Fig. 1: run 1, ports around the boundary
Drawn at 4 px/um. Pins as bars across the die edge, other pins in grey.
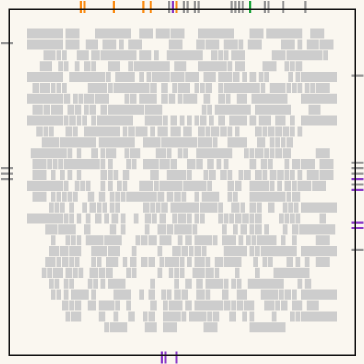
Fig. 2: run 1, clock nets
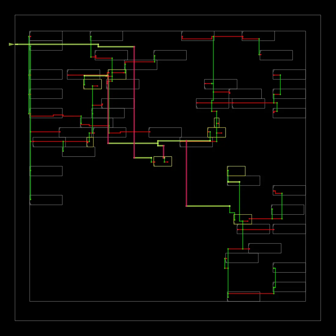
Fig. 3: run 1, placed cells, one colour a class
Drawn at 3 px/um.
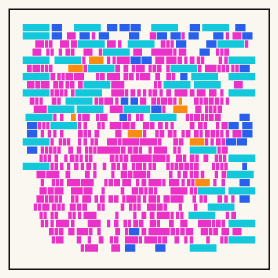
<file path="src/rtl/gcd_pkg.sv">
// Shared state encoding and latency helper for the binary (Stein) GCD engine.
package gcd_pkg;

   typedef enum logic [1:0] {
      IDLE,
      SHIFT,
      REDUCE,
      DONE
   } gcd_state_e;

   // Worst-case edges from accept to DONE entry for a given operand width.
   function automatic int max_latency(input int width);
      return 4 * width + 2;
   endfunction

endpackage

</file>
<file path="src/rtl/gcd_stein_engine_if.sv">
// Operand/result valid-ready channels of the GCD engine.
interface gcd_stein_engine_if #(
   parameter int WIDTH = 8,
   parameter int CNT_W = $clog2(4 * WIDTH + 3)
);
   logic             in_valid;
   logic             in_ready;
   logic [WIDTH-1:0] xin;
   logic [WIDTH-1:0] yin;
   logic             out_valid;
   logic             out_ready;
   logic [WIDTH-1:0] gcd_out;
   logic             zero_flg;
   logic [CNT_W-1:0] cycles;

   modport master (
      output in_valid, xin, yin, out_ready,
      input  in_ready, out_valid, gcd_out, zero_flg, cycles
   );

   modport slave (
      input  in_valid, xin, yin, out_ready,
      output in_ready, out_valid, gcd_out, zero_flg, cycles
   );
endinterface

</file>
<file path="src/rtl/gcd_stein_step.sv">
// One REDUCE iteration of the binary GCD: halve an even operand, else subtract smaller from larger.
module gcd_stein_step #(
   parameter int WIDTH = 8
) (
   input  logic [WIDTH-1:0] i_x,
   input  logic [WIDTH-1:0] i_y,
   output logic [WIDTH-1:0] o_x,
   output logic [WIDTH-1:0] o_y,
   output logic             o_eq
);

   always_comb begin
      // NOTE: every output gets a default before the branches so no path leaves one unassigned (no latch).
      o_x  = i_x;
      o_y  = i_y;
      o_eq = 1'b0;
      if (!i_x[0]) begin
         o_x = i_x >> 1;
      end else if (!i_y[0]) begin
         o_y = i_y >> 1;
      end else if (i_x == i_y) begin
         o_eq = 1'b1;
      end else if (i_x > i_y) begin
         o_x = i_x - i_y;
      end else begin
         o_y = i_y - i_x;
      end
   end

endmodule

</file>
<file path="src/rtl/gcd_stein_engine.sv">
// Handshaked binary GCD engine: strips common factors of two, reduces odd pair, restores the shift.
module gcd_stein_engine
   import gcd_pkg::*;
#(
   parameter int WIDTH = 8,
   parameter int CNT_W = $clog2(max_latency(WIDTH) + 1)
) (
   input  logic              clk,
   input  logic              clr_n,
   input  logic              abort,
   gcd_stein_engine_if.slave bus
);

   localparam int K_W = $clog2(WIDTH);

   gcd_state_e       r_state, w_state_nxt;
   logic [WIDTH-1:0] r_x, w_x_nxt;
   logic [WIDTH-1:0] r_y, w_y_nxt;
   logic [K_W-1:0]   r_k, w_k_nxt;
   logic [CNT_W-1:0] r_cnt, w_cnt_nxt, w_cnt_inc;
   logic [WIDTH-1:0] r_gcd, w_gcd_nxt;
   logic             r_zero, w_zero_nxt;
   logic [CNT_W-1:0] r_cycles, w_cycles_nxt;
   logic [WIDTH-1:0] w_step_x, w_step_y;
   logic             w_step_eq;

   gcd_stein_step #(.WIDTH(WIDTH)) u_step (
      .i_x  (r_x),
      .i_y  (r_y),
      .o_x  (w_step_x),
      .o_y  (w_step_y),
      .o_eq (w_step_eq)
   );

   assign w_cnt_inc = (&r_cnt) ? r_cnt : r_cnt + CNT_W'(1);

   always_comb begin
      w_state_nxt  = r_state;
      w_x_nxt      = r_x;
      w_y_nxt      = r_y;
      w_k_nxt      = r_k;
      w_cnt_nxt    = r_cnt;
      w_gcd_nxt    = r_gcd;
      w_zero_nxt   = r_zero;
      w_cycles_nxt = r_cycles;
      unique case (r_state)
         IDLE: begin
            if (bus.in_valid) begin
               w_x_nxt    = bus.xin;
               w_y_nxt    = bus.yin;
               w_k_nxt    = '0;
               w_cnt_nxt  = CNT_W'(1);
               w_zero_nxt = 1'b0;
               if ((bus.xin == '0) || (bus.yin == '0)) begin
                  w_gcd_nxt    = bus.xin | bus.yin;
                  w_zero_nxt   = 1'b1;
                  w_cycles_nxt = CNT_W'(1);
                  w_state_nxt  = DONE;
               end else begin
                  w_state_nxt = SHIFT;
               end
            end
         end
         SHIFT: begin
            w_cnt_nxt = w_cnt_inc;
            if (!r_x[0] && !r_y[0]) begin
               w_x_nxt = r_x >> 1;
               w_y_nxt = r_y >> 1;
               w_k_nxt = r_k + K_W'(1);
            end else begin
               w_state_nxt = REDUCE;
            end
         end
         REDUCE: begin
            w_cnt_nxt = w_cnt_inc;
            w_x_nxt   = w_step_x;
            w_y_nxt   = w_step_y;
            // The reported count is the edges elapsed before this final comparison.
            if (w_step_eq) begin
               w_gcd_nxt    = r_x << r_k;
               w_cycles_nxt = r_cnt;
               w_state_nxt  = DONE;
            end
         end
         DONE: begin
            if (bus.out_ready) begin
               w_state_nxt = IDLE;
            end
         end
         default: w_state_nxt = IDLE;
      endcase
      if (abort) begin
         w_state_nxt  = IDLE;
         w_x_nxt      = '0;
         w_y_nxt      = '0;
         w_k_nxt      = '0;
         w_cnt_nxt    = '0;
         w_gcd_nxt    = '0;
         w_zero_nxt   = 1'b0;
         w_cycles_nxt = '0;
      end
   end

   always_ff @(posedge clk or negedge clr_n) begin
      if (!clr_n) begin
         r_state  <= IDLE;
         r_x      <= '0;
         r_y      <= '0;
         r_k      <= '0;
         r_cnt    <= '0;
         r_gcd    <= '0;
         r_zero   <= 1'b0;
         r_cycles <= '0;
      end else begin
         // NOTE: non-blocking updates so every register samples the pre-edge values.
         r_state  <= w_state_nxt;
         r_x      <= w_x_nxt;
         r_y      <= w_y_nxt;
         r_k      <= w_k_nxt;
         r_cnt    <= w_cnt_nxt;
         r_gcd    <= w_gcd_nxt;
         r_zero   <= w_zero_nxt;
         r_cycles <= w_cycles_nxt;
      end
   end

   assign bus.in_ready  = (r_state == IDLE);
   assign bus.out_valid = (r_state == DONE);
   assign bus.gcd_out   = r_gcd;
   assign bus.zero_flg  = r_zero;
   assign bus.cycles    = r_cycles;

endmodule

</file>
<file path="src/flat_wrapper.sv">
// flat-port wrapper written by rule: the top's interface ports become plain ports
module gcd_stein_engine_flat import gcd_pkg::*;
#(
   parameter int WIDTH = 8,
   parameter int CNT_W = $clog2(max_latency(WIDTH) + 1)
)
  (clk, clr_n, abort, bus_in_valid, bus_xin, bus_yin, bus_out_ready, bus_in_ready, bus_out_valid, bus_gcd_out, bus_zero_flg, bus_cycles);
  gcd_stein_engine_if #(.WIDTH(WIDTH), .CNT_W(CNT_W)) bus_i ();
  input  logic clk;
  input  logic clr_n;
  input  logic abort;
  input wire logic [$bits(bus_i.in_valid)-1:0] bus_in_valid;
  input wire logic [$bits(bus_i.xin)-1:0] bus_xin;
  input wire logic [$bits(bus_i.yin)-1:0] bus_yin;
  input wire logic [$bits(bus_i.out_ready)-1:0] bus_out_ready;
  output wire logic [$bits(bus_i.in_ready)-1:0] bus_in_ready;
  output wire logic [$bits(bus_i.out_valid)-1:0] bus_out_valid;
  output wire logic [$bits(bus_i.gcd_out)-1:0] bus_gcd_out;
  output wire logic [$bits(bus_i.zero_flg)-1:0] bus_zero_flg;
  output wire logic [$bits(bus_i.cycles)-1:0] bus_cycles;
  assign bus_i.in_valid = bus_in_valid;
  assign bus_i.xin = bus_xin;
  assign bus_i.yin = bus_yin;
  assign bus_i.out_ready = bus_out_ready;
  assign bus_in_ready = bus_i.in_ready;
  assign bus_out_valid = bus_i.out_valid;
  assign bus_gcd_out = bus_i.gcd_out;
  assign bus_zero_flg = bus_i.zero_flg;
  assign bus_cycles = bus_i.cycles;
  gcd_stein_engine #(.WIDTH(WIDTH), .CNT_W(CNT_W)) u_core (.clk(clk), .clr_n(clr_n), .abort(abort), .bus(bus_i));
endmodule
</file>
<file path="config.mk">
export PLATFORM = sky130hd
export DESIGN_NAME = gcd_stein_engine_flat
export DESIGN_NICKNAME = d
export VERILOG_FILES = /design/src/rtl/gcd_pkg.sv /design/src/rtl/gcd_stein_engine_if.sv /design/src/rtl/gcd_stein_step.sv /design/src/rtl/gcd_stein_engine.sv /design/src/flat_wrapper.sv
export SDC_FILE = /design/constraint.sdc
export NUM_CORES = 1
export LEC_CHECK = 0
export ABC_AREA = 1
export CORE_MARGIN = 4
export CORE_UTILIZATION = 60
export DETAILED_ROUTE_END_ITERATION = 10
export PLACE_DENSITY = 0.83
export SLEW_MARGIN = 25
export SYNTH_ARGS = -nofsm -noshare
export SYNTH_HDL_FRONTEND = slang
export SYNTH_SLANG_ARGS = --single-unit
</file>
<file path="constraint.sdc">
create_clock -name clk -period 3.5 [get_ports clk]
set_input_delay 0.7 -clock clk [delete_from_list [all_inputs] [get_ports clk]]
set_output_delay 0.7 -clock clk [all_outputs]
set_load 0.01 [all_outputs]
</file>
==> design notes, run 1 <==
The region available for standard cell placement spans 5920 um^2. The leakage component of the power came out at 0.00196 uW. The critical path capture point type was a flip-flop. Across all hold checks on the routed design, the worst slack comes to 0.485 ns.

Nets still carrying antenna violations after routing amount to 0. From synthesis to final layout, the design area changed by 13.3%. For the worst-skew pair, the clock arrives at the later sink with an insertion delay of 0.31 ns. Number of synthesized register bits: 42. The tools report the endpoint of the lowest-slack register-to-register path as u_core.r_y[2]$_DFFE_PN0P_. Among the stages of the critical path, the cell type that occurs most often is sky130_fd_sc_hd__nand2_1.

Using the TritonRoute via totals, the vias-per-cell ratio works out to 5.87. Global routing finished with a remaining overflow of 0. For this design, Yosys synthesis ends with a cell count of 531. The power per cell area is 873 nW/um^2, and the number of antenna violations at the first check in global routing is 0.

The routed layout has 3751 vias. The data arrival time reported for the critical path is 2.84 ns. With the multi-input combinational cell area at 2290 um^2, the final period utilization is 74.1%. Synthesis instantiated 41 different standard cells from the library. For the antenna diode instance count, the log shows 0.

The internal reg-to-reg setup slack was 0.91 ns. The run gives 468 as the number of violations reported at the end of detailed-routing iteration 0. The data required time of the critical path was 3.74 ns; the final wirelength was 10900 um. The first detailed-routing pass ran for 6 iterations. Summing internal, switching and leakage power gives 3620 uW.

The sequential standard cell area was 1050 um^2. For the worst setup slack before clock tree synthesis, the log shows 0.870 ns. The logs give 3622 for the via count of the first global-routing pass and 631 for the cell count after placement. The chip width is 86.1 um, and the number of warnings issued by yosys is 0.

Setup repair after global routing left no endpoint under its margin. The post-DP HPWL is 8410 um. The first global-routing pass estimated 17900 um of wire. The run gives 0 as the total setup buffers inserted after CTS. The final weighted congestion recorded by global placement is 1.03. The post-detailed-route wirelength per cell was 17.0 um; the number of pins exceeding their max-slew limit in the final report was 0. Entering global routing, the biggest net connects 43 pins. Averaged over all synthesized cells, the footprint is 6.90 um^2.

Walking the worst path, the cells encountered are inv_1 > ha_1 > inv_1 > fa_1 > nand2_1 > nand2_1 > nand3_1 > nand3_1 > nand2_1 > nand3_2 > inv_2 > o21ai_1 > o21ai_2. The master of the slowest instance on the critical path was sky130_fd_sc_hd__dfrtp_1. Looking at the reg2reg group, the worst path starts from u_core.r_x[0]$_DFFE_PN0P_.

The logs give 30.7% for the total routing resource utilization after global routing and 0 for the DRC violations left. Y dimension of the die: 86.1 um. The most common logic cells in the final layout are 173 x sky130_fd_sc_hd__nand2_1, 55 x sky130_fd_sc_hd__inv_1, 44 x sky130_fd_sc_hd__o21ai_0, 42 x sky130_fd_sc_hd__dfrtp_1, 36 x sky130_fd_sc_hd__clkdlybuf4s50_1. The total number of nets in the final design came out at 609. The most common cell after layout, fill and taps aside is sky130_fd_sc_hd__nand2_1. TritonCTS built the clock tree.

According to the hold report, the worst path is of the reg -> reg type. The launch point of the critical path was reported as u_core.r_x[0]$_DFFE_PN0P_. Measured against its own limit, the worst slew margin works out to 37.5%.

The run gives 13 for the logic depth of the worst register-to-register path. Sequential cells were found to cover 28.7% of the synthesized design area. The last element of the critical path is u_core.r_y[2]$_DFFE_PN0P_. The layout cell share with drive strength beyond 1 is 9.22%.

With the quantity of I/O buffers inserted on ports at 37, the number of violations of the max-capacitance limit is 0. For the mapped cell area, the log shows 3660 um^2. The tree is rooted in a sky130_fd_sc_hd__clkbuf_8.

In this run, CTS created clock tree buffers numbering 5. Per the post-synthesis report, the nets total 577. Post-CTS repair ended up resizing 0 cells. In the final layout, the fill cell count is 513.

With the number of H-tree branching levels at 2, the number of standard cells in the layout, taps in and fillers out is 639. In this run the tools logged warnings totalling 38. The tools report the die area as 7420 um^2. For reference, the most critical setup path is categorized as reg -> reg. The floorplan has 28 rows. In the final report, the number of hold violations comes to 0. For the final-report setup violation count, the log shows 0. Area figure in the yosys stat output: 3660 um^2.

The run gives 2 for the maximum count of clock buffers along a single path. The I/O pin count was 38. The largest fanout on the critical path works out to 12.

The worst setup path is launched from a flip-flop. In the floorplan report the effective utilization is 61.9%. The number of hold buffers added after CTS was 0.

The flow ran to the end, and the final reports show no timing, DRC or antenna violations. The clock period minus worst slack works out to 2.59 ns. For the maximum resistive drop on vdd, the log shows 0.522 mV.

The pin slew with the least headroom to its limit came out at 0.938 ns. The flow reports an fmax of 385 MHz. For the sum of negative setup slack, the log shows 0 ns.

The register clock-pin slew on the reported worst setup and hold paths was 0.08 ns; the highest cell delay on the worst timing path was 0.45 ns. Synthesis produced 531 cells. Setup slack on the critical path of the routed design comes to 0.905 ns.
Back to the opening pictures, Fig. 1:
`abort` -> green  # pins 1, direction input, edge top
`bus_yin` -> purple  # pins 8, direction input, edge 4 right, 3 bottom, 1 top
`bus_cycles` -> orange  # pins 6, direction output, edge top
all pins by edge = 21 top, 10 right, 4 left, 3 bottom

Back to the opening pictures, Fig. 2:
TritonCTS sink count: 42
final worst clock skew: 0.00985 ns
clkbuf count: 7
power in the clock group: 338 uW

Back to the opening pictures, Fig. 3:
registers -> cyan  # cells 42
clock drivers and dummy loads -> orange  # cells 8
remaining buffers and delay cells -> blue  # cells 41
remaining logic cells -> magenta  # cells 473

-- run 1: registers in the layout, summed over array words and instances (netlist names) --
signal and cells:
u_core.bus.cycles 6, u_core.bus.gcd_out 8, u_core.bus.zero_flg 1, u_core.r_cnt 6
u_core.r_k 3, u_core.r_state 2, u_core.r_x 8, u_core.r_y 8
-- run 1: cell usage after synthesis, drive strengths merged --
cell type | n | area, um^2
a21boi | 2 | 15.0
a21oi | 31 | 174
a31oi | 3 | 18.8
buf | 9 | 68.8
clkbuf | 7 | 26.3
dfrtp | 42 | 1050
fa | 2 | 40.0
ha | 23 | 288
inv | 60 | 230
nand2 | 181 | 704
nand3 | 32 | 190
nand3b | 2 | 27.5
nand4 | 6 | 52.6
nor2 | 37 | 166
nor3 | 4 | 20.0
nor3b | 1 | 7.51
nor4 | 4 | 25.0
o211ai | 8 | 60.1
o21a | 4 | 30.0
o21ai | 60 | 357
o21bai | 1 | 7.51
o22ai | 1 | 6.26
o311ai | 3 | 26.3
xnor2 | 2 | 17.5
xor2 | 6 | 52.6
-- run 1: per-stage QoR --
stage               area (um^2)  util [%]
CTS                        4150      70.1
global route               4150      70.1
finish                     4150      70.1
global placement           4060      68.5
detailed placement         4060      68.5
floorplan                  3660         -
-- run 1: layout make-up --
cell class,count,area share [%]
inverters,60,5.55
multi-input cells,413,55.1
repair buffers,41,9.53
clock inverters,1,0.121
flip-flops and latches,42,25.3
clock buffers,7,2.08
well taps,75,2.26
-- run 1: layer usage --
metal / track usage, % / vias to the layer above / wire length (um)
li1: - / 1798 / -
met1: 43.5 / 1736 / 4820
met4: 10.1 / 0 / 317
met3: 6.92 / 39 / 934
met5: 0 / - / 0
met2: 46.2 / 178 / 4800
-- run 1: report_power, final --
part | switching [uW] | internal [uW] | leakage [uW]
Clock | 178 | 159 | 0.0000482
Combinational | 1620 | 841 | 0.00136
Sequential | 193 | 628 | 0.000556
-- run 1: cell families after synthesis --
group	after synthesis	share of synthesized area (%)
AND-OR/OR-AND	113	19.0
XOR/XNOR	8	1.91
adder cells (fa/ha/maj)	25	8.95
buffers and inverters	76	8.88
flip-flops	42	28.7
AND/OR/NAND/NOR	267	32.6
-- run 1: critical path, delay by kind of cell (launching register included) --
family	cells	cell delay, ns
fa+ha+maj	2	0.63
buf+inv	3	0.54
flops	1	0.45
compound gates	2	0.20
simple gates	6	0.72
-- run 1: how the worst min path moves through the flow --
| stage | startpoint | to | depth (start not counted) |
|---|---|---|---|
| after global routing | u_core.bus.cycles[3]$_DFFE_PN0P_ | u_core.bus.cycles[3]$_DFFE_PN0P_ | 2 |
| after detailed placement | u_core.bus.gcd_out[7]$_DFFE_PN0P_ | u_core.bus.gcd_out[7]$_DFFE_PN0P_ | 2 |
| after global placement | u_core.bus.cycles[2]$_DFFE_PN0P_ | u_core.bus.cycles[2]$_DFFE_PN0P_ | 2 |
| after CTS | u_core.bus.cycles[5]$_DFFE_PN0P_ | u_core.bus.cycles[5]$_DFFE_PN0P_ | 2 |
| final | u_core.bus.cycles[5]$_DFFE_PN0P_ | u_core.bus.cycles[5]$_DFFE_PN0P_ | 2 |
| after floorplan | clr_n | u_core.bus.cycles[0]$_DFFE_PN0P_ | 0 |
==> run 2: changes to the inputs <==
- CORE_UTILIZATION: 60 -> 52
- PLACE_DENSITY: 0.83 -> 0.76
- clock period: 3.5 -> 2.15 ns (I/O delays scaled with it)
Fig. 4: run 2, placement density heat map
Drawn at 4 px/um. The die is cut into 9 by 9 equal tiles; black is low, pale yellow is high, 0 to 100% covered.
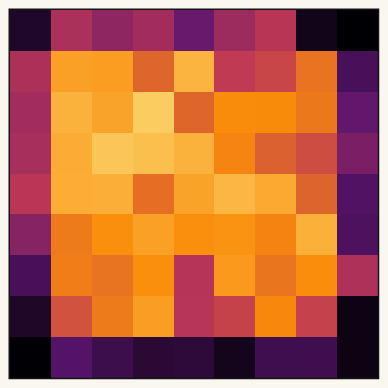
densest ninth of the die = centre
tiles over 75% full = 31%
mean over tiles = 53%
nearly empty tiles = 2.5%
fullest tile = 89%

Fig. 5: run 2, placed cells, one colour a class
Drawn at 3 px/um.
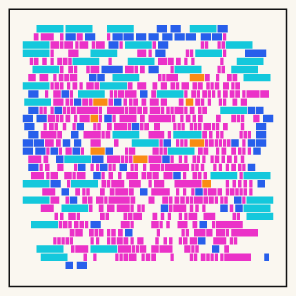
post-route cell area: 4630 um^2
Finished Core Util: 67.7%
flop share of the area: 22.7%
num rows: 30
area of the core region: 6830 um^2

==> run 2 against run 1 <==
  * Critical path depth fell by 10
  * Clock skew rose by 0.0017 ns
  * Register-to-register slack got worse by 0.81 ns
  * Total power rose by 78%
  * Global-route usage fell by 3.8 points
  * Critical path type is now reg -> out
  * Clock power rose by 62%
  * Non-clock buffer count rose by 43
  * Highest routed layer unchanged
  * Clock-buffer cell count fell by 2
  * Setup slack got worse by 0.82 ns
  * Sequential share of layout area fell by 2.6 points
  * Via count rose by 4.1%
  * Synthesized cell count did not move
==> design notes, run 2 <==
At floorplan, the net count of the design was reported as 577. The logs give 0.960 for the global placement routability congestion and 53.6% for the floorplan core density. Across all stage logs, warnings added up to 39. In this run, placement finished with an instance count of 692. Setup repair after global routing could not meet its margin everywhere. The area taken by sequential standard cells is reported as 1050 um^2.

The number of cells reported by Yosys stat comes to 531. In this run the cell area of the synthesized design comes to 3660 um^2. Per the cell usage report, the commonest logic cells after layout are 172 x sky130_fd_sc_hd__nand2_1, 53 x sky130_fd_sc_hd__inv_1, 44 x sky130_fd_sc_hd__buf_4, 41 x sky130_fd_sc_hd__o21ai_0, 41 x sky130_fd_sc_hd__dfrtp_1. The tree is rooted in a sky130_fd_sc_hd__clkbuf_8. The number of pins exceeding their max-slew limit in the final report was 0; the number of synthesized register bits was 42.

The most frequently used cell type in the post-synthesis netlist is sky130_fd_sc_hd__nand2_1. Across the routed clock network, the largest skew measured is 0.0116 ns. The report shows a maximum critical-path fanout of 4.

Entering global routing, the biggest net connects 24 pins. The highest cell delay on the worst timing path was 0.55 ns. As reported, the later end of the worst-skew pair has a clock insertion delay of 0.31 ns.

The pin slew with the least headroom to its limit is 0.595 ns. For this run, the final setup violation count is recorded as 0. The flow reports an fmax of 484 MHz. The run gives 1.72 ns as the data required time of the critical path. For the total number of nets in the final design, the log shows 652.

According to the floorplan report, the total die area is 8450 um^2. The first global-routing pass estimated 18300 um of wire. The average instance area after synthesis was 6.90 um^2. The quantity of I/O buffers inserted on ports was 37. Category of the worst setup path launch point: a flip-flop.

The number of clock buffers added by TritonCTS is 5. The data arrival time reported for the critical path is 1.64 ns. The count of distinct cell types in the synthesized netlist was 41; the number of violations of the max-capacitance limit was 0.

The run gives 0 as the number of antenna violations at the first check in global routing. The cell type that accounts for the most area after synthesis is sky130_fd_sc_hd__dfrtp_1. Compared with the post-synthesis result, the final layout area differs by 26.3%. The tools report the leftover overflow at the end of global routing as 0. Yosys attributes the largest share of cell area to sky130_fd_sc_hd__dfrtp_1 29%, sky130_fd_sc_hd__nand2_1 18%, sky130_fd_sc_hd__ha_1 7.9%. Per the final timing report, the hold violations number 0. The clock period minus worst slack is 2.07 ns, and the multi-input combinational cell area is 2380 um^2.

In this run the horizontal extent of the chip is 91.9 um. STA classifies the critical path endpoint as an output port. Of the post-synthesis cell area, the dominant cell type holds 28.7%.

With the maximum count of clock buffers along a single path at 2, the worst setup slack before clock tree synthesis is 0.0127 ns. The via count of the first global-routing pass is 3696, and the layout cell share with drive strength beyond 1 is 18.3%. The iteration tally of the first detailed-router pass came out at 5. TritonCTS built the clock tree.

The count of cells in the finished layout, fillers not included, comes to 703. Setup slack on the worst reg-to-reg path comes out at 0.10 ns. The area figure in the yosys stat output was 3660 um^2.

Counting instances in the post-synthesis netlist gives the leading cell types as 173 x sky130_fd_sc_hd__nand2_1, 55 x sky130_fd_sc_hd__inv_1, 44 x sky130_fd_sc_hd__o21ai_0, 42 x sky130_fd_sc_hd__dfrtp_1, 32 x sky130_fd_sc_hd__nor2_1. The run gives 28.7% as the sequential share of the synthesized area. The number of warnings issued by yosys came out at 0. The run gives 336 for the number of violations reported at the end of detailed-routing iteration 0.

The tools report the I/O pin count as 38. The max-slew check reports its worst relative slack as 60.3%. Global routing used 26.9% of the available tracks across all layers.

The critical path in this run is classified as reg -> out. Post-route period utilization is reported as 96.2%. The area after detailed placement was 4410 um^2. The number of clock sinks seen by CTS is 42. The critical path goes through inv_1 > ha_2 > clkdlybuf4s50_1. The detailed router placed 3905 vias in this run.

The run gives 91.9 um for the y dimension of the die. The master of the slowest instance on the critical path was sky130_fd_sc_hd__clkdlybuf4s50_1. Summed over all cells, the static leakage comes to 0.00218 uW. With the DRC violations left at 0, the number of enable flip-flop cells is 0. The post-detailed-route wirelength per cell was 15.9 um. The completed layout was analyzed and its total power is 6460 uW. The tightest min-delay check is of the in -> async type.

Worst-case setup margin in the final layout: 0.0820 ns. Most common cell after layout, fill and taps aside: sky130_fd_sc_hd__nand2_1. The fraction of registers with async set/reset was 100%. The tools report the number of instances in the synthesized netlist as 531. The commonest register cell is sky130_fd_sc_hd__dfrtp_1. Dividing the detail-routed via count by the number of cells gives 5.55. The tools report the number of H-tree branching levels as 2. The final antenna diode tally reported by the flow is 0. The run finished with clean final reports. The timing report gives the clock slew at the launch and capture registers of the worst setup and hold paths as 0.09 ns. Power per cell area: 1400 nW/um^2.
Fig. 6: run 2, ports around the boundary
Drawn at 4 px/um. Pins as bars across the die edge, other pins in grey.
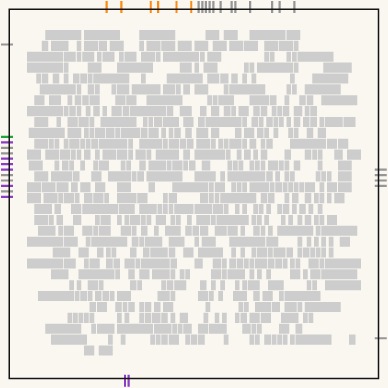
`abort` -> green  # pins 1, direction input, edge left
`bus_yin` -> purple  # pins 8, direction input, edge 6 left, 2 bottom
`bus_cycles` -> orange  # pins 6, direction output, edge top

==> run 2: worst paths after layout <==
path                                                       start                               end  cells after the start
max in group asynchronous                                  clr_n  u_core.bus.cycles[2]$_DFFE_PN0P_                      2
worst max-delay path               u_core.r_state[1]$_DFFE_PN0P_                      bus_in_ready                      3
worst max register to register         u_core.r_y[0]$_DFFE_PN0P_         u_core.r_x[6]$_DFFE_PN0P_                     15
min in group clk                u_core.bus.cycles[5]$_DFFE_PN0P_  u_core.bus.cycles[5]$_DFFE_PN0P_                      2
worst min-delay path                                       clr_n         u_core.r_y[0]$_DFFE_PN0P_                      1
worst min register to register  u_core.bus.cycles[5]$_DFFE_PN0P_  u_core.bus.cycles[5]$_DFFE_PN0P_                      2
==> run 2: layout make-up <==
class                      count  area share (%)
multi-input combinational    413            51.5
inverter                      60            5.06
clock buffer                   5            1.49
tap                           96            2.60
clock inverter                 3           0.514
sequential                    42            22.7
timing repair buffer          84            16.1
==> run 2: cells by family (layout without fill, tap and decap cells) <==
kind of cell,Yosys count,count (layout),share of synthesized area [%]
AND/OR/NAND/NOR,267,267,32.6
AND-OR/OR-AND,113,113,19.0
buffers and inverters,76,152,8.88
flip-flops,42,42,28.7
adder cells (fa/ha/maj),25,25,8.95
XOR/XNOR,8,8,1.91
==> run 2: through the flow <==
stage	utilization, %	hold WS, ns
6_report	67.7	0.119
5_1_grt	67.7	0.133
4_1_cts	65.9	0.121
3_5_place_dp	64.6	0.459
3_3_place_gp	64.6	0.451
2_1_floorplan	-	0.134
==> run 2: per-layer routing <==
| metal | track usage (%) | wire length (um) | up-vias |
|---|---|---|---|
| met5 | 0 | 0 | - |
| met4 | 8.29 | 195 | 0 |
| met3 | 4.43 | 829 | 19 |
| met2 | 42.1 | 5220 | 168 |
| met1 | 38.1 | 4960 | 1833 |
| li1 | - | - | 1885 |
==> run 2: critical path, delay by kind of cell (launching register included) <==
family / cells / cell delay (ns)
DFF: 1 / 0.43
buffers and inverters: 2 / 0.67
adders and majority gates: 1 / 0.23
==> run 2: power breakdown <==
part,leakage (uW),switching (uW),internal [uW]
Sequential,0.000555,245,1020
Clock,0.0000408,315,233
Combinational,0.00159,2820,1820
Total,0.00218,3380,3080
==> run 2: timing repair <==
| action | CTS | global route |
|---|---|---|
| hold buffers | 0 | 0 |
| endpoints found under the setup margin | 0 | 34 |
| setup buffers | 0 | 3 |
| gates resized | 0 | 23 |
==> run 3: changes to the inputs <==
- PLACE_DENSITY: 0.76 -> 0.75
Fig. 7: run 3, clock nets
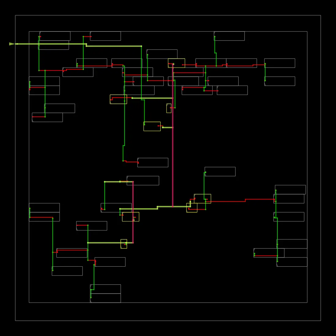
num sequential: 42
insertion delay to the later sink of the worst-skew pair: 0.31 ns
final worst clock skew: 0.0106 ns
power in the clock group: 525 uW

Fig. 8: run 3, placed cells, one colour a class
Drawn at 3 px/um.
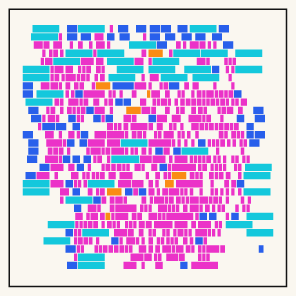
registers -> cyan  # cells 42
remaining buffers and delay cells -> blue  # cells 78
remaining logic cells -> magenta  # cells 473
clock drivers and dummy loads -> orange  # cells 8
Finished Core Util: 66.5%
post-route cell area: 4540 um^2

Fig. 9: run 3, ports around the boundary
Drawn at 4 px/um. Pins as bars across the die edge, other pins in grey.
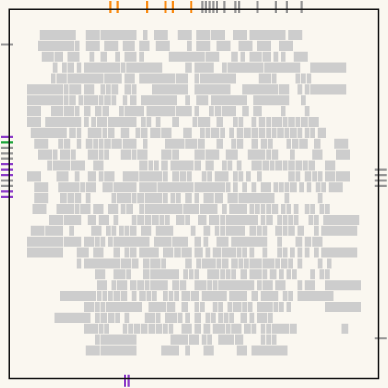
`abort` -> green  # pins 1, direction input, edge left
`bus_cycles` -> orange  # pins 6, direction output, edge top
`bus_yin` -> purple  # pins 8, direction input, edge 6 left, 2 bottom
number of I/O port buffers: 37
Die Span Y: 91.9 um
die width: 91.9 um

==> run 3 against run 2 <==
  * Combinational power fell by 3%
  * Cell count fell by 0.85%
  * Sequential share of layout area rose by 0.42 points
  * Global-route usage fell by 0.39 points
  * Critical path depth rose by 7
  * Clock-buffer cell count rose by 1
  * Hold slack got worse by 0.077 ns
  * Setup slack got worse by 0.017 ns
  * Synthesized area did not move
  * Die area did not move
  * Total power fell by 2.2%
  * Synthesized cell count did not move
  * Largest cell class unchanged
==> design notes, run 3 <==
The run finished with clean final reports. The run gives 3905 for the total number of vias. Synthesis inferred 42 register bits. Each instance of the synthesized netlist takes up on average 6.90 um^2. Of the synthesized area, sequential elements account for 28.7%.

The critical path start-end classification was reg -> reg. The headroom to the max-slew limit is 67.7%, and the number of warnings the tools reported is 39. The iteration tally of the first detailed-router pass is 5, and the logic depth of the worst register-to-register path is 10.

By instance count after routing, the leading logic cell types are 172 x sky130_fd_sc_hd__nand2_1, 53 x sky130_fd_sc_hd__inv_1, 43 x sky130_fd_sc_hd__o21ai_0, 41 x sky130_fd_sc_hd__dfrtp_1, 40 x sky130_fd_sc_hd__buf_4. The number of pins exceeding their max-slew limit in the final report came out at 0. Looking at the reg2reg group, the worst path ends at u_core.bus.gcd_out[0]$_DFFE_PN0P_. After the first detailed-routing iteration, the DRC count stood at 402. In the synthesized netlist, the cells that appear most often are 173 x sky130_fd_sc_hd__nand2_1, 55 x sky130_fd_sc_hd__inv_1, 44 x sky130_fd_sc_hd__o21ai_0, 42 x sky130_fd_sc_hd__dfrtp_1, 32 x sky130_fd_sc_hd__nor2_1. The tools report the maximum count of clock buffers along a single path as 2. For the total number of nets in the final design, the log shows 646.

The run gives 2370 um^2 for the multi-input combinational cell area. The run gives 2.33 ns for the worst endpoint data arrival time. After layout, the inverter instance count without clock inverters stands at 60.

The run gives 1.90% for the final-layout clock-cell area share. The post-detailed-route wirelength per cell is 15.7 um, and the area figure in the yosys stat output is 3660 um^2. The power consumption came out at 6320 uW. Leaving out the clock tree, the finished layout contains a buffer count of 78. Yosys stat counts 531 cells in the synthesized netlist.

Once detail routing completed, the nets flagged for antenna violations numbered 0. Across the whole layout, storage elements make up 23.2% of the cell area. With the multi-input logic portion of the cell area at 52.1%, the number of instances in the synthesized netlist is 531. The number of hold buffers added after cts was 0.

The largest fanout on the critical path was 15; the DRC violations left was 0. The via count of the first global-routing pass came out at 3724. The synthesized design spends more area on one cell type than any other, namely sky130_fd_sc_hd__dfrtp_1. The number of vias per cell was 5.60; the fraction of registers with async set/reset was 100%.

In this run the VDD rail shows a maximum IR drop of 0.820 mV. The synthesized netlist net count was 577. Yosys attributes the largest share of cell area to sky130_fd_sc_hd__dfrtp_1 29%, sky130_fd_sc_hd__nand2_1 18%, sky130_fd_sc_hd__ha_1 7.9%. The leading register cell type out of synthesis is sky130_fd_sc_hd__dfrtp_1. The power per cell area was 1390 nW/um^2.

TritonCTS built the clock tree. Across all hold checks on the routed design, the worst slack comes to 0.0418 ns. The tree is rooted in a sky130_fd_sc_hd__clkbuf_8. Global-route wire length before repair: 18200 um. The tools report the number of inserted filler cells in the final layout as 602.

CTS saw 42 sinks. The final-report setup violation count was 0. The floorplan core density came out at 53.6%.

The worst setup path is captured at a flip-flop. The number of warnings issued by yosys is 0. The data required time of the critical path was 2.40 ns; the pin slew with the least headroom to its limit was 0.483 ns.

The overall die size recorded for this design is 8450 um^2. The global placement routability congestion was 1.02; the maximum number of pins on one net before global-route repair was 22. The worst path needs 2.09 ns of the cycle, external delays included.

For the post-DP HPWL, the log shows 8690 um. During tapcell insertion the tool placed 96 well taps. In the final layout, the clock buffer count is 6. The mapped cell area was 3660 um^2.

Compared with the post-synthesis result, the final layout area differs by 24.1%. The gate-level netlist out of Yosys references 41 unique cell types. The layout summary lists the proportion of cells stronger than drive strength 1 as 17.0%. The I/O pin count was 38.

Per the OpenROAD power report, leakage power amounts to 0.00216 uW. The internal reg-to-reg setup slack was 0.06 ns. Post-route period utilization is reported as 97.0%. The CTS report gives the tree buffer count as 5. The run gives 28.7% for the area share of the leading cell type in the synthesized netlist. The class of the tightest hold or removal check was in -> async. For this run, the script counts the antenna cells in the layout as 0. The startpoint identified for the worst register-to-register timing path is u_core.r_x[1]$_DFFE_PN0P_. In this run the core area contains 30 standard-cell rows. The final wirelength is 10900 um, and the total routing resource utilization after global routing is 26.5%. Final-layout non-clock buffer area share: 15.1%.

For the sequential standard cell area, the log shows 1050 um^2. The largest cell class by area is multi-input combinational cells. The register clock-pin slew on the reported worst setup and hold paths is 0.09 ns. The number of violations of the max-capacitance limit is 0.

The leftover overflow at the end of global routing came out at 0. The number of enable flip-flop cells came out at 0. The most common logic cell in the final layout is sky130_fd_sc_hd__nand2_1. The region available for standard cell placement spans 6830 um^2. Setup repair after global routing could not meet its margin everywhere. Number of antenna violations at the first check in global routing: 0. The maximum frequency from static timing analysis came out at 480 MHz. The category of the worst setup path launch point was a flip-flop.

The H-tree was split into 2 levels. Per the final timing report, the hold violations number 0. The number of multi-input combinational cells in the layout is 413. Sorting the synthesis cell report by count puts at the top sky130_fd_sc_hd__nand2_1.
==> run 3: kinds of logic (layout without fill, tap and decap cells) <==
| family | count (synthesis) | in the layout | share of synthesized area (%) |
|---|---|---|---|
| xor+xnor | 8 | 8 | 1.91 |
| compound gates | 113 | 113 | 19.0 |
| buf+inv | 76 | 146 | 8.88 |
| simple gates | 267 | 267 | 32.6 |
| flops | 42 | 42 | 28.7 |
| fa+ha+maj | 25 | 25 | 8.95 |
==> run 3: worst max-delay path by stage <==
stage                                   start                                 to  slack [ns]  cells past startpoint
floorplan           u_core.r_x[0]$_DFFE_PN0P_          u_core.r_y[2]$_DFFE_PN0P_        0.01                     14
global placement                   bus_xin[6]  u_core.bus.gcd_out[7]$_DFFE_PN0P_        0.03                     10
detailed placement                      abort        u_core.r_cnt[5]$_DFFE_PN0P_      -0.007                      8
CTS                 u_core.r_x[0]$_DFFE_PN0P_          u_core.r_y[1]$_DFFE_PN0P_       0.009                     13
global route        u_core.r_x[1]$_DFFE_PN0P_  u_core.bus.gcd_out[4]$_DFFE_PN0P_       -0.04                     10
finish              u_core.r_x[1]$_DFFE_PN0P_  u_core.bus.gcd_out[0]$_DFFE_PN0P_        0.06                     10
==> run 3: power by group <==
part / internal [uW] / leakage, uW / switching (uW)
clock network: 230 / 0.0000452 / 295
registers: 1020 / 0.000555 / 243
logic: 1720 / 0.00156 / 2800
==> run 3: worst max-delay path, stage by stage, from the launching register on <==
cell and delay [ns]:
sky130_fd_sc_hd__dfrtp_1 0.47, sky130_fd_sc_hd__ha_1 0.37, sky130_fd_sc_hd__nand2_1 0.10, sky130_fd_sc_hd__nor2_1 0.18
sky130_fd_sc_hd__nand3_4 0.14, sky130_fd_sc_hd__o21ai_4 0.23, sky130_fd_sc_hd__nand3b_4 0.11, sky130_fd_sc_hd__buf_12 0.16
sky130_fd_sc_hd__nor2_4 0.13, sky130_fd_sc_hd__nand2_1 0.07, sky130_fd_sc_hd__nand2_1 0.05
==> run 3: repair_timing <==
action / 4_1_cts / 5_1_grt
setup endpoints to repair: 0 / 28
buffers inserted: 0 / 2
gates resized: 0 / 18
==> run 3: layer usage <==
layer / up-vias / routed length [um] / GRT usage, %
met1: 1821 / 4720 / 37.6
met3: 17 / 891 / 3.53
met2: 193 / 5170 / 42.9
li1: 1874 / - / -
met4: 0 / 143 / 6.31
met5: - / 0 / 0
==> run 3: metrics by stage <==
stage / setup slack [ns] / instance area, um^2 / setup TNS [ns] / cells / util (%)
after floorplan: 0.0106 / 3670 / 0 / 531 / -
after global placement: 0.0270 / 4360 / 0 / 687 / 63.8
after detailed placement: -0.00668 / 4360 / -0.00905 / 687 / 63.8
after CTS: 0.00939 / 4450 / 0 / 695 / 65.1
after global routing: -0.0401 / 4540 / -0.335 / 697 / 66.5
final: 0.0646 / 4540 / 0 / 697 / 66.5

## Gallery

Signal wires by layer.
Drawn at 3 px/um.
Plate I
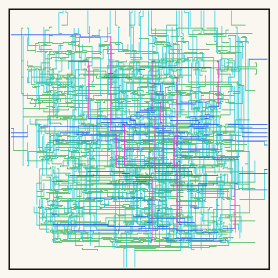
Plate II
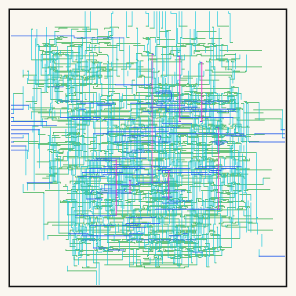
Plate III
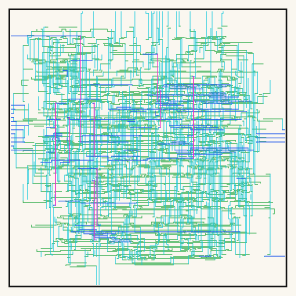
run 3: Plate II
run 2: Plate III
run 1: Plate I

Key to Plate I:
M2 -> cyan  # wire length 4800 um
M3 -> blue  # wire length 935 um
M1 -> green  # wire length 4820 um
M4 -> magenta  # wire length 318 um

No activity file was given, so power comes from the tool's default toggle rates.
